==> config.mk <==
export PLATFORM = sky130hd
export DESIGN_NAME = score_digits_ctrl_flat
export DESIGN_NICKNAME = d
export VERILOG_FILES = /design/src/rtl/score_digits_if.sv /design/src/rtl/score_digits_ctrl.sv /design/src/flat_wrapper.sv
export SDC_FILE = /design/constraint.sdc
export NUM_CORES = 1
export LEC_CHECK = 0
export CAP_MARGIN = 40
export CORE_MARGIN = 2
export CORE_UTILIZATION = 58
export DETAILED_ROUTE_END_ITERATION = 12
export HOLD_SLACK_MARGIN = 0.1
export PLACE_DENSITY = 0.8
export SLEW_MARGIN = 0
export SYNTH_ARGS = -nofsm -noshare
export SYNTH_HDL_FRONTEND = slang
export SYNTH_SLANG_ARGS = --single-unit
==> constraint.sdc <==
create_clock -name clk -period 4.6 [get_ports clk]
set_clock_uncertainty 0.05 [all_clocks]
set_input_delay 0.46 -clock clk [delete_from_list [all_inputs] [get_ports clk]]
set_output_delay 0.46 -clock clk [all_outputs]
set_load 0.03 [all_outputs]
==> src/rtl/score_digits_if.sv <==
// Event inputs from game logic and score/digit outputs toward the digit bitmap blocks.
interface score_digits_if #(
    parameter int SCORE_W = 10
);
    logic               pelletEvent;
    logic               ghostEvent;
    logic               fruitEvent;
    logic               clearScore;
    logic [SCORE_W-1:0] scoreOut;
    logic [3:0]         onesDigit;
    logic [3:0]         tensDigit;
    logic [3:0]         hundredsDigit;
    logic               tensEnable;
    logic               hundredsEnable;
    logic               busy;
    logic               digitsUpdated;

    modport master (
        output pelletEvent, ghostEvent, fruitEvent, clearScore,
        input  scoreOut, onesDigit, tensDigit, hundredsDigit,
        input  tensEnable, hundredsEnable, busy, digitsUpdated
    );

    modport slave (
        input  pelletEvent, ghostEvent, fruitEvent, clearScore,
        output scoreOut, onesDigit, tensDigit, hundredsDigit,
        output tensEnable, hundredsEnable, busy, digitsUpdated
    );
endinterface

==> src/rtl/score_digits_ctrl.sv <==
// Saturating score accumulator with a sequential double-dabble BCD converter;
// digit outputs only change in LOAD or on clearScore.
module score_digits_ctrl #(
    parameter int SCORE_W    = 10,
    parameter int SCORE_MAX  = 999,
    parameter int PELLET_PTS = 1,
    parameter int GHOST_PTS  = 10,
    parameter int FRUIT_PTS  = 50
) (
    input  logic           clk,
    input  logic           reset,
    score_digits_if.slave  bus
);
    localparam int WORK_W = 12 + SCORE_W;
    localparam int SUM_W  = SCORE_W + 8;
    localparam int BC_W   = $clog2(SCORE_W + 1);

    typedef enum logic [1:0] {IDLE, ADD, CONV, LOAD} state_t;

    state_t              state_q, state_d;
    logic [SCORE_W-1:0]  score_q, score_d;
    logic [WORK_W-1:0]   work_q, work_d;
    logic [BC_W-1:0]     bit_cnt_q, bit_cnt_d;
    logic [3:0]          ones_q, ones_d, tens_q, tens_d, hund_q, hund_d;
    logic                tens_en_q, tens_en_d, hund_en_q, hund_en_d;
    logic                busy_q, busy_d;
    logic                upd_q, upd_d;

    logic [2:0]          evt;
    logic [2:0]          dec;
    logic [2:0]          cnt_nz_q;
    logic [2:0]          cnt_nz_d;
    logic [SUM_W-1:0]    add_pts;
    logic [SUM_W-1:0]    sum;
    logic                clear;

    assign clear = bus.clearScore;
    assign evt   = {bus.fruitEvent, bus.ghostEvent, bus.pelletEvent};

    // One add-3-then-shift step over the {hundreds, tens, ones, binary} register.
    function automatic logic [WORK_W-1:0] dabble_step(input logic [WORK_W-1:0] w);
        logic [WORK_W-1:0] t;
        t = w;
        for (int i = 0; i < 3; i++) begin
            if (t[SCORE_W + 4*i +: 4] >= 4'd5)
                t[SCORE_W + 4*i +: 4] = t[SCORE_W + 4*i +: 4] + 4'd3;
        end
        return {t[WORK_W-2:0], 1'b0};
    endfunction

    // Index 0 = pellet, 1 = ghost, 2 = fruit; fruit wins when several are pending.
    always_comb begin
        dec     = 3'b000;
        add_pts = '0;
        if (state_q == ADD) begin
            if (cnt_nz_q[2]) begin
                dec[2]  = 1'b1;
                add_pts = SUM_W'(FRUIT_PTS);
            end else if (cnt_nz_q[1]) begin
                dec[1]  = 1'b1;
                add_pts = SUM_W'(GHOST_PTS);
            end else if (cnt_nz_q[0]) begin
                dec[0]  = 1'b1;
                add_pts = SUM_W'(PELLET_PTS);
            end
        end
    end

    genvar gi;
    generate
        for (gi = 0; gi < 3; gi++) begin : g_cnt
            logic [1:0] cnt_q, cnt_d;

            always_comb begin
                cnt_d = cnt_q;
                if (clear)
                    cnt_d = 2'd0;
                else if (evt[gi] && !dec[gi]) begin
                    if (cnt_q != 2'd3)
                        cnt_d = cnt_q + 2'd1;
                end else if (!evt[gi] && dec[gi])
                    cnt_d = cnt_q - 2'd1;
            end

            always_ff @(posedge clk or posedge reset) begin
                if (reset) cnt_q <= 2'd0;
                else       cnt_q <= cnt_d;
            end

            assign cnt_nz_q[gi] = (cnt_q != 2'd0);
            assign cnt_nz_d[gi] = (cnt_d != 2'd0);
        end
    endgenerate

    always_comb begin
        state_d   = state_q;
        score_d   = score_q;
        work_d    = work_q;
        bit_cnt_d = bit_cnt_q;
        ones_d    = ones_q;
        tens_d    = tens_q;
        hund_d    = hund_q;
        tens_en_d = tens_en_q;
        hund_en_d = hund_en_q;
        upd_d     = 1'b0;
        sum       = {8'b0, score_q} + add_pts;

        case (state_q)
            IDLE: begin
                if (|cnt_nz_q) state_d = ADD;
            end
            ADD: begin
                if (sum > SUM_W'(SCORE_MAX)) score_d = SCORE_W'(SCORE_MAX);
                else                         score_d = sum[SCORE_W-1:0];
                if (!(|cnt_nz_d)) begin
                    state_d   = CONV;
                    work_d    = {12'b0, score_d};
                    bit_cnt_d = '0;
                end
            end
            CONV: begin
                work_d    = dabble_step(work_q);
                bit_cnt_d = bit_cnt_q + 1'b1;
                if (bit_cnt_q == BC_W'(SCORE_W - 1)) state_d = LOAD;
            end
            LOAD: begin
                ones_d    = work_q[SCORE_W     +: 4];
                tens_d    = work_q[SCORE_W + 4 +: 4];
                hund_d    = work_q[SCORE_W + 8 +: 4];
                hund_en_d = (work_q[SCORE_W + 8 +: 4] != 4'd0);
                tens_en_d = (work_q[SCORE_W + 8 +: 4] != 4'd0) || (work_q[SCORE_W + 4 +: 4] != 4'd0);
                upd_d     = 1'b1;
                state_d   = (|cnt_nz_q) ? ADD : IDLE;
            end
            default: state_d = IDLE;
        endcase

        if (clear) begin
            state_d   = IDLE;
            score_d   = '0;
            ones_d    = 4'd0;
            tens_d    = 4'd0;
            hund_d    = 4'd0;
            tens_en_d = 1'b0;
            hund_en_d = 1'b0;
            upd_d     = 1'b1;
        end

        busy_d = (state_d != IDLE);
    end

    always_ff @(posedge clk or posedge reset) begin
        if (reset) begin
            state_q   <= IDLE;
            score_q   <= '0;
            work_q    <= '0;
            bit_cnt_q <= '0;
            ones_q    <= 4'd0;
            tens_q    <= 4'd0;
            hund_q    <= 4'd0;
            tens_en_q <= 1'b0;
            hund_en_q <= 1'b0;
            busy_q    <= 1'b0;
            upd_q     <= 1'b0;
        end else begin
            state_q   <= state_d;
            score_q   <= score_d;
            work_q    <= work_d;
            bit_cnt_q <= bit_cnt_d;
            ones_q    <= ones_d;
            tens_q    <= tens_d;
            hund_q    <= hund_d;
            tens_en_q <= tens_en_d;
            hund_en_q <= hund_en_d;
            busy_q    <= busy_d;
            upd_q     <= upd_d;
        end
    end

    assign bus.scoreOut       = score_q;
    assign bus.onesDigit      = ones_q;
    assign bus.tensDigit      = tens_q;
    assign bus.hundredsDigit  = hund_q;
    assign bus.tensEnable     = tens_en_q;
    assign bus.hundredsEnable = hund_en_q;
    assign bus.busy           = busy_q;
    assign bus.digitsUpdated  = upd_q;
endmodule
==> src/flat_wrapper.sv <==
// flat-port wrapper written by rule: the top's interface ports become plain ports
module score_digits_ctrl_flat 
#(
    parameter int SCORE_W    = 10,
    parameter int SCORE_MAX  = 999,
    parameter int PELLET_PTS = 1,
    parameter int GHOST_PTS  = 10,
    parameter int FRUIT_PTS  = 50
)
  (clk, reset, bus_pelletEvent, bus_ghostEvent, bus_fruitEvent, bus_clearScore, bus_scoreOut, bus_onesDigit, bus_tensDigit, bus_hundredsDigit, bus_tensEnable, bus_hundredsEnable, bus_busy, bus_digitsUpdated);
  score_digits_if #(.SCORE_W(SCORE_W)) bus_i ();
  input  logic clk;
  input  logic reset;
  input wire logic [$bits(bus_i.pelletEvent)-1:0] bus_pelletEvent;
  input wire logic [$bits(bus_i.ghostEvent)-1:0] bus_ghostEvent;
  input wire logic [$bits(bus_i.fruitEvent)-1:0] bus_fruitEvent;
  input wire logic [$bits(bus_i.clearScore)-1:0] bus_clearScore;
  output wire logic [$bits(bus_i.scoreOut)-1:0] bus_scoreOut;
  output wire logic [$bits(bus_i.onesDigit)-1:0] bus_onesDigit;
  output wire logic [$bits(bus_i.tensDigit)-1:0] bus_tensDigit;
  output wire logic [$bits(bus_i.hundredsDigit)-1:0] bus_hundredsDigit;
  output wire logic [$bits(bus_i.tensEnable)-1:0] bus_tensEnable;
  output wire logic [$bits(bus_i.hundredsEnable)-1:0] bus_hundredsEnable;
  output wire logic [$bits(bus_i.busy)-1:0] bus_busy;
  output wire logic [$bits(bus_i.digitsUpdated)-1:0] bus_digitsUpdated;
  assign bus_i.pelletEvent = bus_pelletEvent;
  assign bus_i.ghostEvent = bus_ghostEvent;
  assign bus_i.fruitEvent = bus_fruitEvent;
  assign bus_i.clearScore = bus_clearScore;
  assign bus_scoreOut = bus_i.scoreOut;
  assign bus_onesDigit = bus_i.onesDigit;
  assign bus_tensDigit = bus_i.tensDigit;
  assign bus_hundredsDigit = bus_i.hundredsDigit;
  assign bus_tensEnable = bus_i.tensEnable;
  assign bus_hundredsEnable = bus_i.hundredsEnable;
  assign bus_busy = bus_i.busy;
  assign bus_digitsUpdated = bus_i.digitsUpdated;
  score_digits_ctrl #(.SCORE_W(SCORE_W), .SCORE_MAX(SCORE_MAX), .PELLET_PTS(PELLET_PTS), .GHOST_PTS(GHOST_PTS), .FRUIT_PTS(FRUIT_PTS)) u_core (.clk(clk), .reset(reset), .bus(bus_i));
endmodule
run_1/layer_met1.png
Supply wires on this layer in grey.
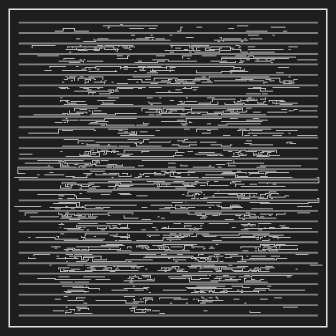
nets with wire on the layer = 392
main direction = horizontal
vias: 2857
GR Util met1: 30.4%
drt total wl: 7350 um

run_1/layer_met2.png
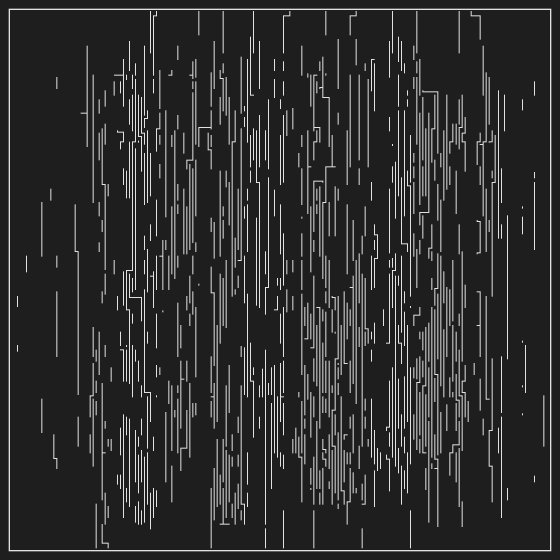
longest straight run = 28.9 um
main direction = vertical
met2 Resource Use GR: 40.4%

==> impl_metrics.json, run 1 <==
{
  "clock_latency_ns": 0.34,
  "ys_sh_simple_pct": 19.4,
  "crit_path_max_fanout": 10,
  "lay_top_cells": "dfrtp_1, nand2_1, a21oi_1, clkdlybuf4s50_1, nor2_1",
  "p_per_area_mw_per_mm2": 475,
  "firstDrtPassIters": 4,
  "post_cts_buffers": 0,
  "yosys.area.top_type": "dfrtp_1",
  "die-area_mm2": 0.00675,
  "grt_usage_pct": 23.9,
  "initCoreUtil_pct": 59.8,
  "final_antenna_net_count": 0,
  "placed_area_mm2": 0.00388,
  "core.rowCount": 28,
  "grt_pass1_vias": 2712,
  "portBuffers": 31,
  "area_growth_pct": 16.2,
  "cpPeakStageDelay_ns": 0.42,
  "cts_htree_levels": 3,
  "required_ns": 4.79,
  "final-hold-violation-count": 0,
  "clockRootBuffer": "clkbuf_8",
  "hold_buffers": 0,
  "status": "finished clean",
  "seq_area_frac_synth_pct": 42.4,
  "cp.buffers_inverters": 2,
  "grt_pass1_wl_um": 12300,
  "ys_types": 60,
  "hpwl_um": 5090,
  "post_drt_via_cell_ratio": 5.82,
  "synth_chip_area_mm2": 0.00354,
  "drcViolationCount": 0,
  "overflow": 0,
  "peakVddDrop_mv": 0.251,
  "clockBufferDepth": 2,
  "flop_cell": "dfrtp_1",
  "path_delay_family": "simple AND/OR/NAND/NOR gates",
  "netlist_area_mm2": 0.00354,
  "finalNetCount": 439,
  "drv_cap": 0
}
run_1/layer_met3.png
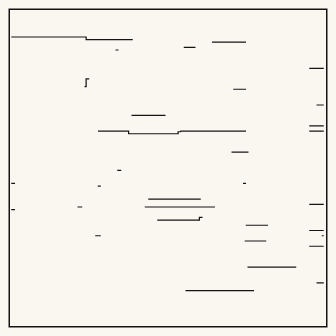
longest straight run = 19.3 um
nets with wire on the layer = 24
share of all routed wire = 2.9%
wire length on this layer = 214 um

run_1/layer_met4.png
Scale bar: 20 um. Supply wires on this layer in grey.
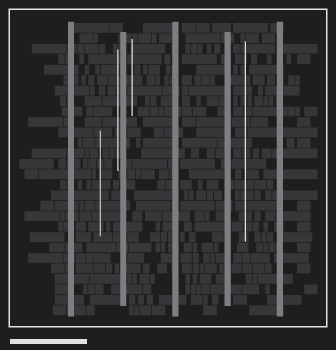
nets with wire on the layer = 3
share of all routed wire = 1.8%
longest straight run = 51.7 um
wire length on this layer = 130 um
main direction = vertical

-- run 1: worst paths after layout --
kind,startpoint,end,slack (ns),depth (start not counted)
min reg2reg,u_core.bit_cnt_q[3]$_DFFE_PP0P_,u_core.bit_cnt_q[3]$_DFFE_PP0P_,0.43,1
max,u_core.g_cnt[1].cnt_q[0]$_DFF_PP0_,u_core.bus.scoreOut[1]$_DFFE_PP0P_,0.75,14
max in group asynchronous,reset,u_core.g_cnt[1].cnt_q[0]$_DFF_PP0_,3.21,3
max reg2reg,u_core.g_cnt[1].cnt_q[0]$_DFF_PP0_,u_core.bus.scoreOut[1]$_DFFE_PP0P_,0.75,14
min in group asynchronous,reset,u_core.bus.hundredsDigit[1]$_DFFE_PP0P_,0.46,2
min,u_core.bit_cnt_q[3]$_DFFE_PP0P_,u_core.bit_cnt_q[3]$_DFFE_PP0P_,0.43,1
-- run 1: state kept, by name (all words and copies together) (netlist names) --
register and cells:
u_core.bus.scoreOut 10, u_core.g_cnt.cnt_q 6, u_core.bus.tensDigit 4, u_core.bus.tensEnable 1, u_core.work_q 22, u_core.bus.onesDigit 4
u_core.state_q 2, u_core.bit_cnt_q 4, u_core.bus.hundredsDigit 4, u_core.bus.busy 1, u_core.bus.digitsUpdated 1, u_core.bus.hundredsEnable 1
-- run 1: report_power, final --
group | switching [mW] | internal [mW] | leakage, nW | total [mW]
clock network | 0.215 | 0.335 | 0.112 | 0.550
logic | 0.366 | 0.276 | 0.878 | 0.642
registers | 0.123 | 0.641 | 0.805 | 0.764
-- run 1: routing by layer --
metal	vias to the layer above	GRT usage (%)	share of wire, %
li1	1421	-	-
met2	42	40.4	49
met4	0	10.2	1.8
met3	12	4.02	2.9
met5	-	0	0
met1	1382	30.4	46
-- run 1: stage by stage --
step                std cells  util, %  worst slack [ns]  hold slack (ns)  total power [mW]
finish                    491     69.5             0.751            0.434              1.96
global route              491     69.5             0.446            0.444              2.09
CTS                       491     69.5             0.779            0.437              1.96
floorplan                 388        -              1.28            0.393              1.24
detailed placement        475     65.6             0.781            0.424              1.40
global placement          474     65.1             0.997            0.422              1.38
-- run 1: area by class of cell --
class / instances / area (um2)
multi-input cells: 284 / 1850
fillers: 466 / 1800
flip-flops and latches: 60 / 1500
repair buffers: 35 / 360
clock buffers: 11 / 151
well taps: 75 / 93.8
clock inverters: 5 / 83.8
inverters: 21 / 78.8
-- run 1: Yosys cell counts, types with 2 or more instances --
cell / n
dfrtp_1: 60
nand2_1: 55
a21oi_1: 37
nor2_1: 29
ha_1: 21
inv_1: 21
o21ai_0: 17
o22ai_1: 13
clkbuf_1: 12
xnor2_1: 8
a211oi_1: 7
nor3_1: 7
o31ai_1: 6
xor2_1: 6
a31oi_1: 5
and3_1: 5
buf_2: 5
mux2i_1: 5
nor3b_1: 5
a32o_1: 4
nand2b_1: 4
a21o_1: 3
a311oi_1: 3
and2_1: 3
or2_2: 3
a211o_1: 2
and2b_1: 2
buf_1: 2
buf_6: 2
nand3_1: 2
nand4_1: 2
nor2b_1: 2
o221ai_1: 2
or3_1: 2
run_1/clocks.png
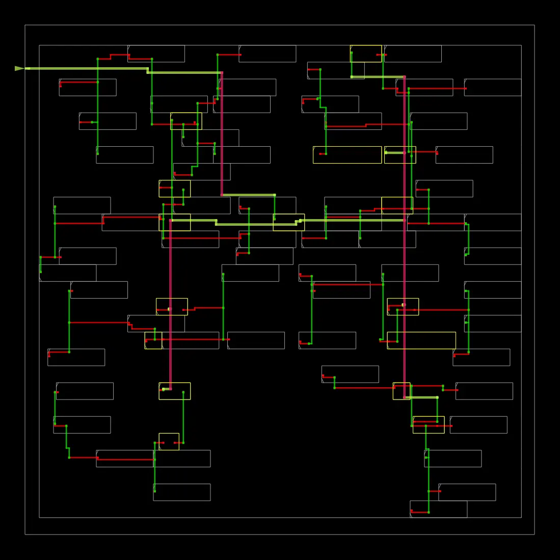

## Run 2: what changed since run 1
Settings changed: CORE_UTILIZATION 58 to 52, PLACE_DENSITY 0.8 to 0.76.
Clock period 4.6 ns to 3.3 ns, I/O delays scaled along.
run_2/clocks.png
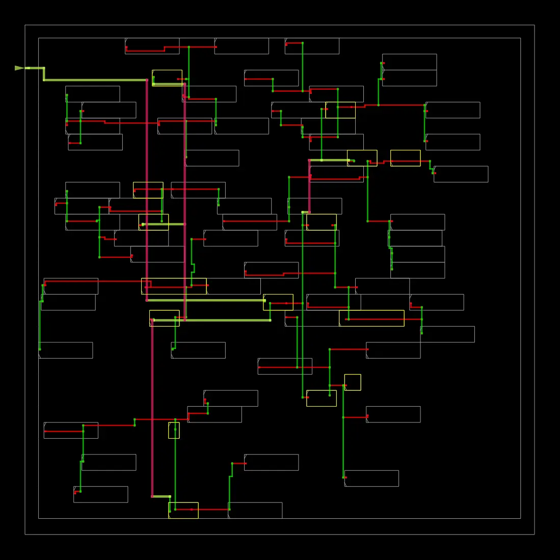
clock buffers created by TritonCTS: 9
Clock buffer cells: 11

==> run 2 against run 1 <==
  * Worst hold slack got worse by 0.13 ns
  * Cell count increased by 6.1%
  * Flip-flop count unchanged
  * Die size increased by 11%
  * Setup slack got worse by 0.67 ns
  * Clock power increased by 37%
  * Core utilization decreased by 3.0 points
  * Global-route usage decreased by 0.31 points
  * Sequential share of layout area decreased by 2.7 points
  * Count of clock-buffer cells in the layout unchanged
  * Highest routed layer unchanged
==> impl_metrics.json, run 2 <==
{
  "status": "finished clean",
  "area_growth_pct": 25.6,
  "power.total_mw": 2.86,
  "cts_htree_levels": 3,
  "drcViolationCount": 0,
  "crit_path_max_fanout": 4,
  "largest_reg_flops": 22,
  "endpoint": "u_core.work_q[4]$_DFFE_PP0P_",
  "finalNetCount": 465,
  "netSwitchingFraction_pct": 36.2,
  "grt_usage_pct": 23.6,
  "p_per_area_mw_per_mm2": 642,
  "post_drt_via_cell_ratio": 5.87,
  "grt.busiest_layer": "met2",
  "netlist_area_mm2": 0.00354,
  "routed_wl_um": 8240,
  "drv_cap": 0,
  "synth_top_cell_by_count": "dfrtp_1",
  "path_delay_family": "simple AND/OR/NAND/NOR gates",
  "fin_cells": 521,
  "rr_worst_depth": 15,
  "largest-register": "u_core.work_q",
  "reg2reg_slack_ns": 0.08,
  "core.rowCount": 30,
  "r2r-end": "u_core.work_q[4]$_DFFE_PP0P_",
  "firstDrtPassIters": 5,
  "cpPeakStageDelay_ns": 0.40,
  "portBuffers": 31,
  "final_antenna_net_count": 0,
  "lay_top_cells": "dfrtp_1, nand2_1, a21oi_1, clkdlybuf4s50_1",
  "critPathLaunch": "u_core.g_cnt[2].cnt_q[0]$_DFF_PP0_",
  "flop_cell": "dfrtp_1"
}
run_2/layer_met3.png
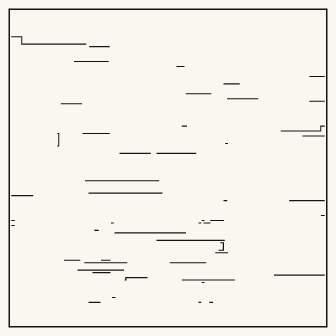
main direction = horizontal
longest straight run = 20.0 um

run 2: logic make-up after synthesis:
group / after synthesis / share of synthesized area, %
DFF: 60 / 42.4
AOI/OAI and AO/OA: 110 / 19.9
adders and majority gates: 22 / 7.98
xor gates and xnor gates: 14 / 3.46
buffers and inverters: 44 / 5.48
and+or+nand+nor: 133 / 19.4
muxes: 5 / 1.41
run 2: what timing repair did:
item | CTS | global route
gates resized | 7 | 24
pin swaps | 1 | 3
setup buffers | 1 | 1
setup endpoints to repair | 15 | 18
run 2: how the worst min path moves through the flow:
| stage | from | to | slack (ns) | cells after the start |
|---|---|---|---|---|
| finish | reset | u_core.bus.hundredsDigit[0]$_DFFE_PP0P_ | 0.31 | 3 |
| CTS | reset | u_core.bus.hundredsDigit[1]$_DFFE_PP0P_ | 0.33 | 3 |
| detailed placement | u_core.work_q[6]$_DFFE_PP0P_ | u_core.work_q[7]$_DFFE_PP0P_ | 0.43 | 1 |
| floorplan | u_core.bit_cnt_q[3]$_DFFE_PP0P_ | u_core.bit_cnt_q[3]$_DFFE_PP0P_ | 0.39 | 1 |
| global placement | u_core.work_q[6]$_DFFE_PP0P_ | u_core.work_q[7]$_DFFE_PP0P_ | 0.42 | 1 |
| global route | reset | u_core.bus.hundredsDigit[0]$_DFFE_PP0P_ | 0.35 | 3 |
run 2: worst reg2reg max path, stage by stage, from the launching register on:
cell and delay (ns):
dfrtp_1 0.40, inv_2 0.11, ha_4 0.16, nand4b_4 0.11, nor2_4 0.13, ha_2 0.19, inv_1 0.05, fa_2 0.37
nor2b_4 0.18, nand2_2 0.09, a311oi_2 0.30, buf_4 0.17, xor2_2 0.08, and3_1 0.18, or3b_4 0.39, o22ai_1 0.17
run 2: cell type report:
cell class	instances	area, um2	share of cell area [%]
multi-input combinational	284	1980	44.4
inverter	21	78.8	1.77
timing repair buffer	61	568	12.8
clock buffer	11	151	3.40
tap	80	100	2.25
clock inverter	4	72.6	1.63
sequential	60	1500	33.8
run 2: metal layers:
metal,wire length [um],vias to the layer above
met5,0,-
met3,314,21
met1,3600,1494
met2,4110,74
met4,221,0
li1,-,1471
run 2: power by group through the flow:
stage	registers (mW)	logic (mW)	clock network [mW]
3_5_place_dp	1.07	0.973	0
6_report	1.07	1.03	0.756
5_1_grt	1.09	1.15	0.802
3_3_place_gp	1.06	0.937	0
2_1_floorplan	1.06	0.670	0
4_1_cts	1.06	0.991	0.763
run_2/layer_met2.png
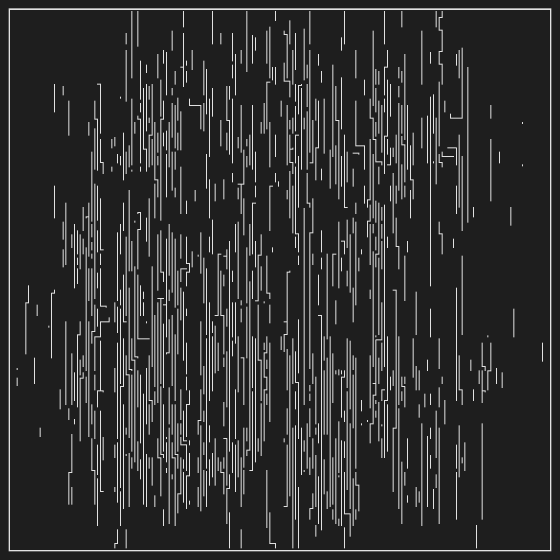

## Run 3: what changed since run 2
==> constraint.sdc (replaced) <==
create_clock -name clk -period 3.3 [get_ports clk]
set_clock_uncertainty 0.05 [all_clocks]
set_input_delay 0.66 -clock clk [delete_from_list [all_inputs] [get_ports clk]]
set_output_delay 0.66 -clock clk [all_outputs]
set_load 0.03 [all_outputs]
run_3/layer_met2.png
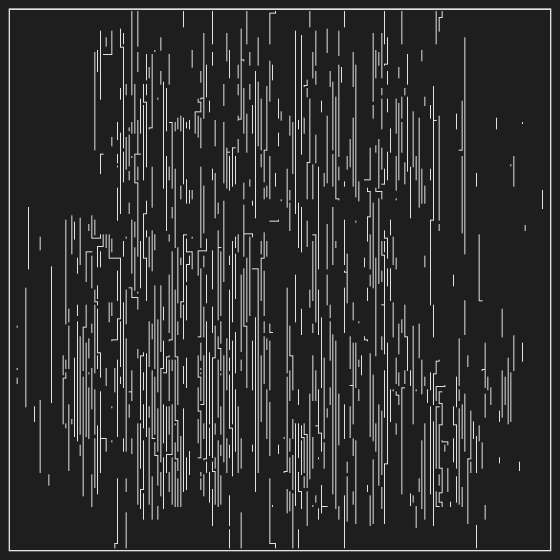
wire length on this layer = 3870 um
longest straight run = 34.7 um

run_3/clocks.png
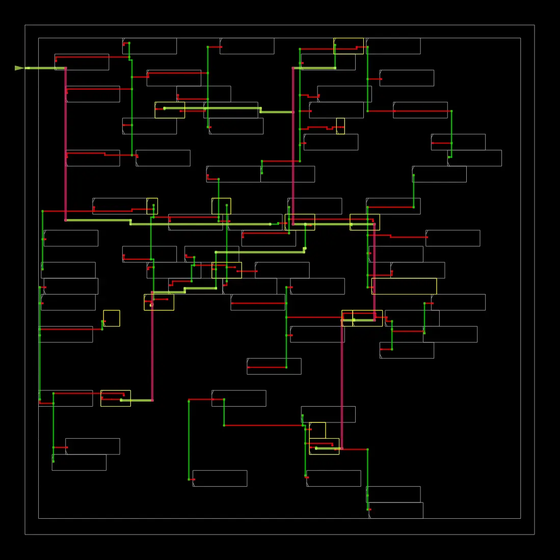
clock net sink count: 60
P_clk: 0.662 mW
flop count: 60
Clock buffer cells: 10
Late-Pin Clk Latency: 0.35 ns

==> run 3 against run 2 <==
  * First-iteration DRC count down 22%
  * Sequential share of layout area about the same
  * Via count down 1.2%
  * Cell count up 0.77%
  * Count of clock-buffer cells in the layout down 1
  * Final area about the same
  * Power down 3.4%
  * Synthesized area unchanged
  * Sequential power about the same
  * Highest routed layer unchanged
==> impl_metrics.json, run 3 <==
{
  "status": "finished clean",
  "routed_wl_um": 8010,
  "flop_cell": "dfrtp_1",
  "post_drt_via_cell_ratio": 5.76,
  "mux_share_pct": 1.41,
  "lay_top_cells": "dfrtp_1, nand2_1, a21oi_1, clkdlybuf4s50_1, buf_4",
  "adder_share_pct": 7.98,
  "compound_area_share_pct": 19.9,
  "final_antenna_net_count": 0,
  "drv_cap": 0,
  "synth-xor-area-share_pct": 3.46,
  "cts_made_buffers": 9,
  "cpPeakStageDelay_ns": 0.38,
  "core.rowCount": 30,
  "drt_iter0_drc": 163,
  "power.total_mw": 2.76,
  "design.core.area_mm2": 0.00668,
  "drcViolationCount": 0,
  "ys_types": 60,
  "r2r-end": "u_core.work_q[3]$_DFFE_PP0P_",
  "synth_top_cell_by_count": "dfrtp_1",
  "cts_htree_levels": 3,
  "firstDrtPassIters": 4,
  "hold_depth": 1,
  "area_growth_pct": 25.5,
  "synthTopLogicFamily": "AND-OR/OR-AND gates",
  "fin_ws_ns": 0.110,
  "reg2reg_slack_ns": 0.11,
  "largest-register": "u_core.work_q",
  "synthCells": 388,
  "portBuffers": 31,
  "rr_worst_depth": 15,
  "clockRootBuffer": "clkbuf_8",
  "grt_usage_pct": 23.0,
  "finalNetCount": 468,
  "largest_reg_flops": 22,
  "layout_top_cell": "dfrtp_1",
  "final-seq-area_mm2": 0.00150,
  "whs_endpoint": "u_core.work_q[7]$_DFFE_PP0P_",
  "comb_area_mm2": 0.00200,
  "ys_sh_simple_pct": 19.4,
  "p_per_area_mw_per_mm2": 621
}
## run 3: critical path: cells and delay by family, from the launching register on
family / cells / cell delay, ns
flip-flops: 1 / 0.38
AND/OR/NAND/NOR: 6 / 1.07
adder cells (fa/ha/maj): 3 / 0.69
AND-OR/OR-AND: 2 / 0.48
XOR/XNOR: 1 / 0.08
buffers and inverters: 3 / 0.35
## run 3: cells by family (layout without fill, tap and decap cells)
logic type / count (synthesis) / after routing
multiplexers: 5 / 5
AND-OR/OR-AND: 110 / 110
flip-flops: 60 / 60
buffers and inverters: 44 / 101
AND/OR/NAND/NOR: 133 / 133
adder cells (fa/ha/maj): 22 / 22
XOR/XNOR: 14 / 14
## run 3: how the worst max path moves through the flow
stage	cells after the start	end	startpoint	slack, ns
floorplan	15	u_core.bus.scoreOut[1]$_DFFE_PP0P_	u_core.g_cnt[1].cnt_q[1]$_DFF_PP0_	0.04
global placement	15	u_core.work_q[3]$_DFFE_PP0P_	u_core.g_cnt[1].cnt_q[0]$_DFF_PP0_	0.06
detailed placement	15	u_core.work_q[4]$_DFFE_PP0P_	u_core.g_cnt[2].cnt_q[0]$_DFF_PP0_	-0.09
CTS	15	u_core.work_q[4]$_DFFE_PP0P_	u_core.g_cnt[1].cnt_q[0]$_DFF_PP0_	0.001
global route	15	u_core.work_q[4]$_DFFE_PP0P_	u_core.g_cnt[1].cnt_q[0]$_DFF_PP0_	-0.04
finish	15	u_core.work_q[3]$_DFFE_PP0P_	u_core.g_cnt[1].cnt_q[0]$_DFF_PP0_	0.11
## run 3: through the flow
step / cells / hold WS (ns)
2_1_floorplan: 388 / 0.393
3_3_place_gp: 507 / 0.417
3_5_place_dp: 508 / 0.415
4_1_cts: 524 / 0.432
5_1_grt: 525 / 0.453
6_report: 525 / 0.428
## run 3: final cells by class
type | count | share of cell area, %
Sequential cell | 60 | 33.8
Inverter | 21 | 1.77
Timing Repair Buffer | 64 | 13.0
Tap cell | 80 | 2.25
Multi-Input combinational cell | 284 | 44.9
Clock inverter | 6 | 1.44
Clock buffer | 10 | 2.87
## run 3: routing by layer
layer / track usage, % / share of wire [%]
met1: 30.9 / 45
met2: 36.4 / 48
met3: 5.52 / 4.4
met4: 8.38 / 2.0
met5: 0 / 0
## run 3: power by group
part | leakage [nW] | switching (mW) | total (mW) | internal (mW)
combinational | 1.03 | 0.564 | 1.04 | 0.474
sequential | 0.805 | 0.166 | 1.06 | 0.893
clock | 0.0927 | 0.314 | 0.662 | 0.348
## run 3: repair_timing
| item | in CTS | in global routing |
|---|---|---|
| endpoints found under the setup margin | 10 | 16 |
| buffers inserted | 0 | 1 |
| gates resized | 3 | 28 |
| pin swaps | 1 | 9 |
Power and IR drop assume default switching activity.
